File: src/rtl/eth_wb_arb_pkg.sv
// Shared types and constants for the Ethernet MAC Wishbone master arbiter.
package eth_wb_arb_pkg;

  typedef enum logic [1:0] {
    StIdle,
    StArb,
    StBus,
    StDone
  } arb_state_e;

  typedef enum logic {
    OWN_TX = 1'b0,
    OWN_RX = 1'b1
  } owner_e;

  localparam logic [2:0] CTI_CLASSIC = 3'b000;
  localparam logic [2:0] CTI_INCR    = 3'b010;
  localparam logic [2:0] CTI_EOB     = 3'b111;
  localparam logic [1:0] BTE_LINEAR  = 2'b00;

  function automatic owner_e other_owner(input owner_e o);
    return (o == OWN_TX) ? OWN_RX : OWN_TX;
  endfunction

endpackage

File: src/rtl/eth_wb_rr_arb.sv
// Two-way round-robin arbiter. ptr_q names the requester that wins a tie;
// after each granted burst it moves to the other requester.
module eth_wb_rr_arb
  import eth_wb_arb_pkg::*;
(
  input  logic   clk_i,
  input  logic   rst_i,
  input  logic   req_tx_i,
  input  logic   req_rx_i,
  input  logic   update_i,
  output owner_e grant_o
);

  owner_e ptr_q, ptr_d;

  // Grant decode: tie goes to the pointer, otherwise the sole requester
  always_comb begin
    grant_o = OWN_TX;
    if (req_tx_i && req_rx_i) begin
      grant_o = ptr_q;
    end else if (req_rx_i) begin
      grant_o = OWN_RX;
    end
    ptr_d = update_i ? other_owner(grant_o) : ptr_q;
  end

  // Priority pointer register
  always_ff @(posedge clk_i or posedge rst_i) begin
    if (rst_i) begin
      ptr_q <= OWN_TX;
    end else begin
      ptr_q <= ptr_d;
    end
  end

endmodule

File: src/rtl/eth_wb_master_arb.sv
// Shares the MAC Wishbone master port between the TX and RX DMA requesters.
// Round-robin grant per burst; single or linear incrementing bursts.
// Optional macro WB_ARB_TIMEOUT_EN adds a watchdog that aborts a stalled bus cycle.
module eth_wb_master_arb
  import eth_wb_arb_pkg::*;
#(
  parameter int unsigned MAX_BURST   = 4,
  parameter int unsigned LEN_W       = 4,
  parameter int unsigned TIMEOUT_CYC = 256
) (
  input  logic             wb_clk_i,
  input  logic             wb_rst_i,

  input  logic             tx_req_i,
  input  logic [31:0]      tx_adr_i,
  input  logic             tx_we_i,
  input  logic [3:0]       tx_sel_i,
  input  logic [LEN_W-1:0] tx_len_i,
  input  logic [31:0]      tx_dat_i,
  output logic [31:0]      tx_dat_o,
  output logic             tx_ack_o,
  output logic             tx_err_o,
  output logic             tx_done_o,

  input  logic             rx_req_i,
  input  logic [31:0]      rx_adr_i,
  input  logic             rx_we_i,
  input  logic [3:0]       rx_sel_i,
  input  logic [LEN_W-1:0] rx_len_i,
  input  logic [31:0]      rx_dat_i,
  output logic [31:0]      rx_dat_o,
  output logic             rx_ack_o,
  output logic             rx_err_o,
  output logic             rx_done_o,

  output logic [31:0]      m_wb_adr_o,
  output logic [3:0]       m_wb_sel_o,
  output logic             m_wb_we_o,
  output logic [31:0]      m_wb_dat_o,
  input  logic [31:0]      m_wb_dat_i,
  output logic             m_wb_cyc_o,
  output logic             m_wb_stb_o,
  input  logic             m_wb_ack_i,
  input  logic             m_wb_err_i,
  output logic [2:0]       m_wb_cti_o,
  output logic [1:0]       m_wb_bte_o
);

  if (MAX_BURST < 1 || MAX_BURST > 16 || MAX_BURST > (1 << LEN_W) || TIMEOUT_CYC < 2)
  begin : g_bad_param
    $error("eth_wb_master_arb: illegal parameter value");
  end

  localparam logic [LEN_W-1:0] MaxLen = LEN_W'(MAX_BURST - 1);

  arb_state_e       state_q, state_d;
  owner_e           owner_q, owner_d;
  logic             tx_req_q, tx_req_d;
  logic             rx_req_q, rx_req_d;
  logic [31:0]      adr_q, adr_d;
  logic             we_q, we_d;
  logic [3:0]       sel_q, sel_d;
  logic [LEN_W-1:0] len_q, len_d;
  logic [LEN_W-1:0] cnt_q, cnt_d;

  owner_e           grant;
  logic             arb_update;
  logic             bus_active;
  logic             bus_ack;
  logic             bus_err;
  logic             last_beat;
  logic             timeout_hit;
  logic [31:0]      req_adr;
  logic [LEN_W-1:0] req_len;

  assign bus_active = (state_q == StBus);
  assign last_beat  = (cnt_q == len_q);
  // Error (bus or watchdog) takes precedence over a coincident ack
  assign bus_err    = bus_active && (m_wb_err_i || timeout_hit);
  assign bus_ack    = bus_active && m_wb_ack_i && !bus_err;
  assign arb_update = (state_q == StArb);

`ifdef WB_ARB_TIMEOUT_EN
  localparam int unsigned TmoW = ($clog2(TIMEOUT_CYC) > 0) ? $clog2(TIMEOUT_CYC) : 1;
  localparam logic [TmoW-1:0] TmoMax = TmoW'(TIMEOUT_CYC - 1);

  logic [TmoW-1:0] tmo_q;

  assign timeout_hit = bus_active && (tmo_q == TmoMax) && !m_wb_ack_i && !m_wb_err_i;

  // Watchdog: restarts on every bus response and whenever the bus is idle
  always_ff @(posedge wb_clk_i or posedge wb_rst_i) begin
    if (wb_rst_i) begin
      tmo_q <= '0;
    end else if (!bus_active || m_wb_ack_i || m_wb_err_i) begin
      tmo_q <= '0;
    end else begin
      tmo_q <= tmo_q + TmoW'(1);
    end
  end
`else
  assign timeout_hit = 1'b0;
`endif

  eth_wb_rr_arb u_rr_arb (
    .clk_i    (wb_clk_i),
    .rst_i    (wb_rst_i),
    .req_tx_i (tx_req_q),
    .req_rx_i (rx_req_q),
    .update_i (arb_update),
    .grant_o  (grant)
  );

  // Granted requester's command fields, length clamped to the burst limit
  always_comb begin
    req_adr = (grant == OWN_RX) ? rx_adr_i : tx_adr_i;
    req_len = (grant == OWN_RX) ? rx_len_i : tx_len_i;
    if (req_len > MaxLen) begin
      req_len = MaxLen;
    end
  end

  // Next-state logic for the burst FSM and its datapath registers
  always_comb begin
    state_d  = state_q;
    owner_d  = owner_q;
    tx_req_d = tx_req_q;
    rx_req_d = rx_req_q;
    adr_d    = adr_q;
    we_d     = we_q;
    sel_d    = sel_q;
    len_d    = len_q;
    cnt_d    = cnt_q;
    unique case (state_q)
      StIdle: begin
        if (tx_req_i || rx_req_i) begin
          tx_req_d = tx_req_i;
          rx_req_d = rx_req_i;
          state_d  = StArb;
        end
      end
      StArb: begin
        owner_d = grant;
        adr_d   = req_adr & 32'hFFFF_FFFC;
        we_d    = (grant == OWN_RX) ? rx_we_i : tx_we_i;
        sel_d   = (grant == OWN_RX) ? rx_sel_i : tx_sel_i;
        len_d   = req_len;
        cnt_d   = '0;
        state_d = StBus;
      end
      StBus: begin
        if (bus_err) begin
          state_d = StDone;
        end else if (bus_ack) begin
          adr_d = adr_q + 32'd4;
          cnt_d = cnt_q + LEN_W'(1);
          if (last_beat) begin
            state_d = StDone;
          end
        end
      end
      StDone: begin
        state_d = StIdle;
      end
      default: begin
        state_d = StIdle;
      end
    endcase
  end

  // State and datapath registers
  always_ff @(posedge wb_clk_i or posedge wb_rst_i) begin
    if (wb_rst_i) begin
      state_q  <= StIdle;
      owner_q  <= OWN_TX;
      tx_req_q <= 1'b0;
      rx_req_q <= 1'b0;
      adr_q    <= '0;
      we_q     <= 1'b0;
      sel_q    <= '0;
      len_q    <= '0;
      cnt_q    <= '0;
    end else begin
      state_q  <= state_d;
      owner_q  <= owner_d;
      tx_req_q <= tx_req_d;
      rx_req_q <= rx_req_d;
      adr_q    <= adr_d;
      we_q     <= we_d;
      sel_q    <= sel_d;
      len_q    <= len_d;
      cnt_q    <= cnt_d;
    end
  end

  // Bus-side and requester-side outputs, steered by the current owner
  always_comb begin
    m_wb_cyc_o = bus_active;
    m_wb_stb_o = bus_active;
    m_wb_adr_o = adr_q;
    m_wb_sel_o = sel_q;
    m_wb_we_o  = we_q;
    m_wb_bte_o = BTE_LINEAR;
    m_wb_dat_o = '0;
    m_wb_cti_o = CTI_CLASSIC;
    if (bus_active) begin
      m_wb_dat_o = (owner_q == OWN_RX) ? rx_dat_i : tx_dat_i;
      if (len_q != '0) begin
        m_wb_cti_o = last_beat ? CTI_EOB : CTI_INCR;
      end
    end

    tx_ack_o  = bus_ack && (owner_q == OWN_TX);
    rx_ack_o  = bus_ack && (owner_q == OWN_RX);
    tx_err_o  = bus_err && (owner_q == OWN_TX);
    rx_err_o  = bus_err && (owner_q == OWN_RX);
    tx_done_o = (state_q == StDone) && (owner_q == OWN_TX);
    rx_done_o = (state_q == StDone) && (owner_q == OWN_RX);
    tx_dat_o  = tx_ack_o ? m_wb_dat_i : '0;
    rx_dat_o  = rx_ack_o ? m_wb_dat_i : '0;
  end

endmodule
File: config.mk
export PLATFORM = sky130hd
export DESIGN_NAME = eth_wb_master_arb
export DESIGN_NICKNAME = d
export VERILOG_FILES = /design/src/rtl/eth_wb_arb_pkg.sv /design/src/rtl/eth_wb_rr_arb.sv /design/src/rtl/eth_wb_master_arb.sv
export SDC_FILE = /design/constraint.sdc
export NUM_CORES = 1
export LEC_CHECK = 0
export CORE_AREA = 10 10 121 123
export DETAILED_ROUTE_END_ITERATION = 6
export DIE_AREA = 0 0 131 133
export GPL_TIMING_DRIVEN = 0
export PLACE_DENSITY = 0.83
export SYNTH_ARGS = -nofsm -noshare
export SYNTH_HDL_FRONTEND = slang
export SYNTH_SLANG_ARGS = --single-unit
File: constraint.sdc
create_clock -name wb_clk_i -period 3.6 [get_ports wb_clk_i]
set_input_delay 0.36 -clock wb_clk_i [delete_from_list [all_inputs] [get_ports wb_clk_i]]
set_output_delay 0.36 -clock wb_clk_i [all_outputs]
set_load 0.05 [all_outputs]
==> results.toml <==
# generated from flow reports
[status]
status = "finished clean"

[layout]
logic_area_mm2 = 0.00275
clkCellAreaFrac_pct = 2.06
nets = 1030

[synth]
synthFlopType = "dfrtp_1"
logic_family = "simple AND/OR/NAND/NOR gates"
yosys_warnings = 0
top_area_share_pct = 29.4

[timing]
tns_ns = 0
worst_pin_slew_ns = 0.875
setup_slack_ns = 0.222
hold_viol_final = 0
relSlewSlack_pct = 41.2

[power]
max-vdd-ir-drop_v = 0.000485
leakagePower_nw = 3.07
combPwrFrac_pct = 76.1
p_total_mw = 6.95

[global_route]
grt_pass1_wl_mm = 30.6
use_met1_pct = 27.9

[clocking]
path_clk_slew_ns = 0.07

[floorplan]
rows = 41

[place]
placed_area_mm2 = 0.00763

[route]
wl_per_cell_um = 20.7
## critical path, delay by kind of cell, from the launching register on
family	cells	cell delay [ns]
buf+inv	4	1.87
simple gates	2	0.54
flops	1	0.32
## how the worst min path moves through the flow
stage                               from  depth (start not counted)                          to
detailed placement  rx_req_q$_DFFE_PP0P_                          1        rx_req_q$_DFFE_PP0P_
floorplan           rx_req_q$_DFFE_PP0P_                          1        rx_req_q$_DFFE_PP0P_
finish                          wb_rst_i                          2  m_wb_adr_o[13]$_DFFE_PP0P_
CTS                             wb_rst_i                          2  m_wb_adr_o[13]$_DFFE_PP0P_
global placement    rx_req_q$_DFFE_PP0P_                          1        rx_req_q$_DFFE_PP0P_
global route                    wb_rst_i                          2  m_wb_adr_o[18]$_DFFE_PP0P_
Figure 1. Placement view.
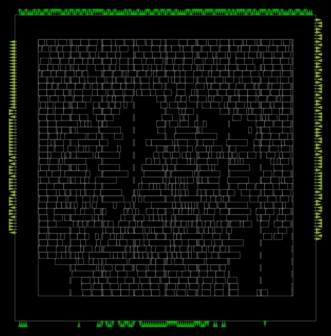
number of sequential cells: 49
Well Taps: 172
area of the core: 0.0124 mm2
Seq/total area: 15.7%
fin util: 63.0%

Figure 2. Signal wires on met2.
Bar = 50 um.
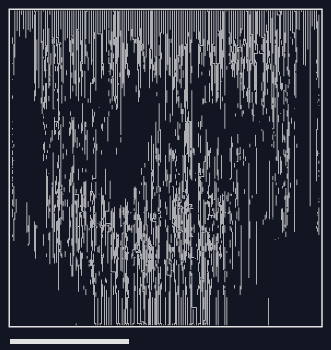
The wires run mostly vertical. The layer holds 48% of the routed length.
WL final: 20.9 mm
met2 Usage GRT: 36.9%
Via Count: 5135

